### config.mk
export PLATFORM = sky130hd
export DESIGN_NAME = dff_pipe
export DESIGN_NICKNAME = d
export VERILOG_FILES = /design/src/rtl/dff_pipe.sv
export SDC_FILE = /design/constraint.sdc
export NUM_CORES = 1
export LEC_CHECK = 0
export CORE_MARGIN = 2
export CORE_UTILIZATION = 50
export CTS_BUF_LIST = sky130_fd_sc_hd__clkbuf_4
export CTS_CLUSTER_SIZE = 28
export DETAILED_ROUTE_END_ITERATION = 7
export PLACE_DENSITY = 0.84
export SETUP_SLACK_MARGIN = 0.4
export SYNTH_ARGS = -nofsm -noshare
export SYNTH_HDL_FRONTEND = slang
export SYNTH_SLANG_ARGS = --single-unit
### constraint.sdc
create_clock -name clk -period 1.8 [get_ports clk]
set_input_delay 0.36 -clock clk [delete_from_list [all_inputs] [get_ports clk]]
set_output_delay 0.36 -clock clk [all_outputs]
set_load 0.01 [all_outputs]
### src/rtl/dff_pipe.sv
// dff_pipe: valid/ready register pipeline with bubble collapsing, synchronous flush and occupancy count.
// Define DFF_PIPE_DATA_RST_EN to give the data registers an asynchronous reset to RST_VAL.
module dff_pipe #(
    parameter int WIDTH = 8,
    parameter int DEPTH = 3,
    parameter logic [WIDTH-1:0] RST_VAL = '0
) (
    input  logic                       clk,
    input  logic                       reset_n,
    input  logic                       flush_i,
    input  logic                       valid_i,
    output logic                       ready_o,
    input  logic [WIDTH-1:0]           data_i,
    output logic                       valid_o,
    input  logic                       ready_i,
    output logic [WIDTH-1:0]           data_o,
    output logic [$clog2(DEPTH+1)-1:0] occupancy_o
);
    localparam int CW = $clog2(DEPTH+1);
    logic [DEPTH-1:0] v_q, v_d, adv, ld;
    logic [WIDTH-1:0] d_q [DEPTH];
    logic [WIDTH-1:0] d_d [DEPTH];
    logic [CW-1:0]    occ_q, occ_d;
    logic             xfer_in, xfer_out;

    always_comb begin
        adv = '0;
        adv[DEPTH-1] = v_q[DEPTH-1] & ready_i;
        for (int k = DEPTH-2; k >= 0; k--) adv[k] = v_q[k] & (!v_q[k+1] | adv[k+1]);
        ld = ~v_q | adv;
        ready_o = ld[0];
        xfer_in = valid_i & ready_o;
        xfer_out = adv[DEPTH-1];
        // flush clears valids but leaves data untouched
        v_d[0] = flush_i ? 1'b0 : (ld[0] ? valid_i : v_q[0]);
        d_d[0] = (ld[0] & valid_i & !flush_i) ? data_i : d_q[0];
        for (int k = 1; k < DEPTH; k++) begin
            v_d[k] = flush_i ? 1'b0 : (ld[k] ? v_q[k-1] : v_q[k]);
            d_d[k] = (ld[k] & v_q[k-1] & !flush_i) ? d_q[k-1] : d_q[k];
        end
        occ_d = flush_i ? '0 : occ_q + CW'(xfer_in) - CW'(xfer_out);
    end

    always_ff @(posedge clk or negedge reset_n) begin
        if (!reset_n) begin
            v_q   <= '0;
            occ_q <= '0;
        end else begin
            v_q   <= v_d;
            occ_q <= occ_d;
        end
    end

`ifdef DFF_PIPE_DATA_RST_EN
    always_ff @(posedge clk or negedge reset_n) begin
        if (!reset_n) begin
            for (int k = 0; k < DEPTH; k++) d_q[k] <= RST_VAL;
        end else begin
            d_q <= d_d;
        end
    end
`else
    logic unused_rst_val;
    assign unused_rst_val = ^RST_VAL;
    always_ff @(posedge clk) begin
        d_q <= d_d;
    end
`endif

    assign valid_o     = v_q[DEPTH-1];
    assign data_o      = d_q[DEPTH-1];
    assign occupancy_o = occ_q;
endmodule

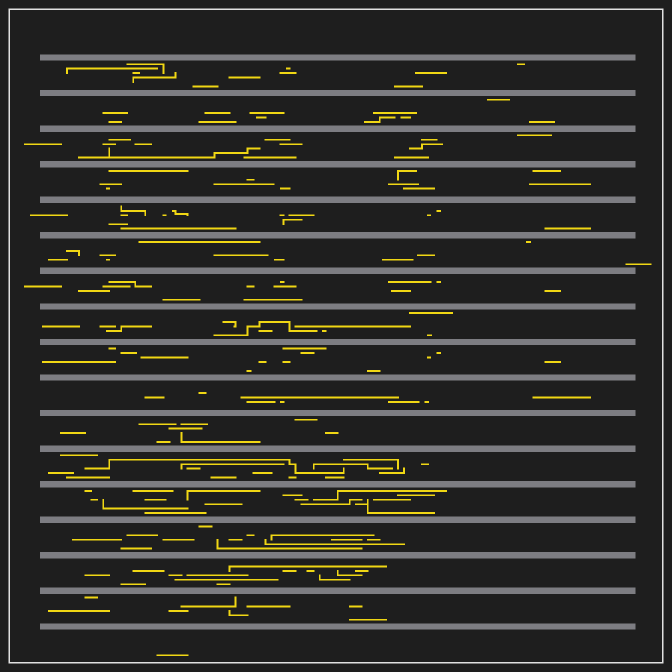
*The metal 1 layer*
Supply wires on this layer in gray.
longest straight run: 13.8 um
share of all routed wire: 34%
via count: 522
GRT met1 Usage: 12.9%
final WL: 1460 um

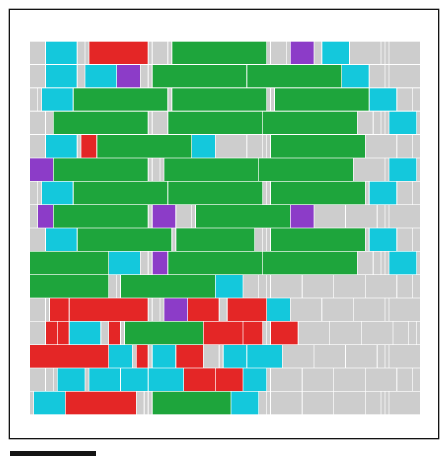
*Placement by cell class*
The bar under the picture is 10 um long. Fill, decap, tap and diode cells in gray.
legend:
  green:
    class: sequential cells
    cells: 29
    share_of_their_area: 61%
  purple:
    class: clock drivers and dummy loads
    cells: 8
    share_of_their_area: 4.0%
  red:
    class: combinational and other logic
    cells: 18
    share_of_their_area: 14%
  cyan:
    class: remaining buffers and delay cells
    cells: 31
    share_of_their_area: 21%
Final Core Density: 71.3%
Core Footprint: 1980 um2
flop share of the area: 59.9%
FP Rows: 16

==> out/results.tsv <==
metric	value	unit
status	finished, final reports clean	
p_comb_share	7.8	%
top_cells_by_area	edfxtp_1, dfrtp_1, buf_4, ha_1, nor3b_1	
enable_flop_cells	24	
seqCellArea	846	um2
lay_top_cells	edfxtp_1, dlygate4sd2_1, clkdlybuf4s50_1	
period_needed	1500	ps
yosysChipArea	1050	um2
track_usage	13.0	%
max_freq	669	MHz
dominant_cells	flip-flops and latches	
ys_sh_simple	6.30	%
dieArea	2490	um2
ys_seq_share	80.4	%
synth_flops	29	
use_met3	5.76	%
ys_sh_adder	2.38	%
compound_area_share	2.38	%
clkPwrFrac	29.4	%
synth_cells	55	
end_kind	output pin	
finalClockPeriodUsage	83.1	%
path_class	reg2out	
maxCapViolCount	0	
drive_gt1_share	29.1	%
layout_setup_ws	304	ps
comb_share	13.3	%
synth_cell_types	15	
cts_tree	built	
chipHeight	49.9	um
hold_violations	0	
xor_area_share	2.14	%
worstMarginPinSlew	395	ps
clock_area_share	3.90	%
clkTransAtPathRegs	80	ps
grt_pass1_vias	524	
n_fill_cell	123	
initialDrtViolationCount	7	
syn-cell-area	1050	um2
gr-max-usage-layer	met2	
synthTopLogicFamily	buffers and inverters	
wl_per_cell	13.0	um
cp_max_fo	3	
startpoint_type	flop	
internal_power	0.974	mW
drt-pass1-iter-count	4	
fp_util	53.1	%
ff_type	edfxtp_1	
setup_viol	0	
seqPwrFrac	62.8	%
finalInstanceArea	1410	um2
syn-mean-instance-area	19.1	um2
grt_pass1_wl	2220	um
drc	0	
pin_count	25	
log.warning_count	29	
htreeDepth	2	
arrival	1140	ps
placed_area	1330	um2
signal_buffers	31	
syn-num-nets	70	
synth_dominant_cell_count	edfxtp_1	
vias_per_cell	4.62	
gr-total-overflow	0	
numPortBuffers	24	
logic_area	188	um2
place_ws	-125	ps
synth.largest_area_cell	edfxtp_1	
relSlewSlack	73.6	%
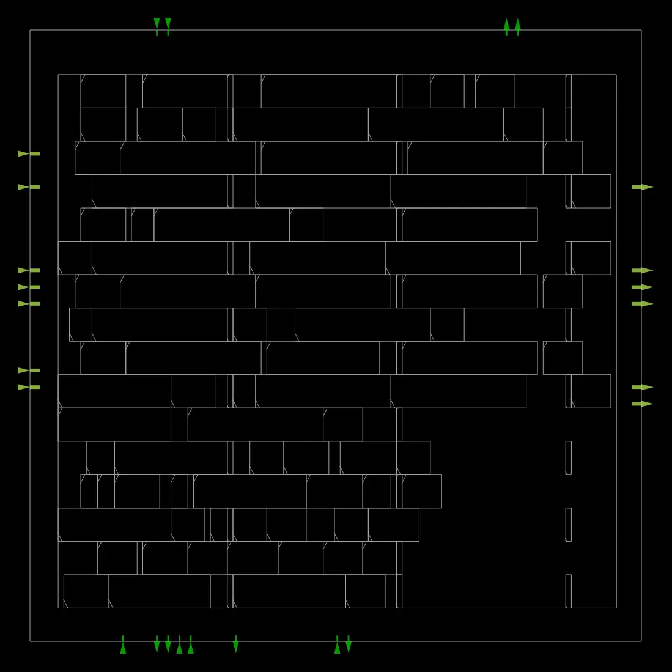
*Cell outlines without signal wires*
Flop Count: 29
non-filler cells, final: 113

## power groups by stage
| stage | clock network, mW | logic, mW | registers, mW |
|---|---|---|---|
| 6_report | 0.357 | 0.0948 | 0.764 |
| 3_5_place_dp | 0 | 0.0937 | 0.778 |
| 4_1_cts | 0.370 | 0.0908 | 0.762 |
| 5_1_grt | 0.398 | 0.103 | 0.767 |
| 3_3_place_gp | 0 | 0.0893 | 0.776 |
| 2_1_floorplan | 0 | 0.0346 | 0.778 |
## per-layer routing
layer | vias up | share of wire (%)
li1 | 254 | -
met1 | 244 | 34
met2 | 20 | 58
met3 | 4 | 5.7
met4 | 0 | 1.8
met5 | - | 0
## final timing paths
kind,from,endpoint,slack [ps]
max,v_q[2]$_DFFE_PN0P_,ready_o,300
min,reset_n,v_q[1]$_DFFE_PN0P_,270
max reg2reg,v_q[1]$_DFFE_PN0P_,d_q[17]$_DFFE_PP_,310
min reg2reg,d_q[17]$_DFFE_PP_,d_q[9]$_DFFE_PP_,410
max in group asynchronous,reset_n,occupancy_o[0]$_DFF_PN0_,1310
min in group clk,d_q[17]$_DFFE_PP_,d_q[9]$_DFFE_PP_,410
## through the flow
step                      power [mW]  hold slack, ps  cells  TNS, ps
after floorplan                0.813            64.4     55        0
after global placement         0.865             400    103     -252
after detailed placement       0.872             405    103     -331
after CTS                       1.22             270    112        0
after global routing            1.27             276    113        0
final                           1.22             275    113        0
## repair_timing
action                                  4_1_cts  5_1_grt
pin swaps                                     1        4
endpoints found under the setup margin       30       20
resized                                      19        4
buffers inserted                              1        1
## state kept, by name, summed over array words and instances, names as in the netlist
name	cells
d_q	16
data_o	8
occupancy_o	2
v_q	3
## critical path: stages (launching register included)
cell and delay (ps):
dfrtp_1 390, nand4b_1 150, buf_4 170, buf_6 110
Power figures rest on the tool's default switching activity, not on a simulated workload.
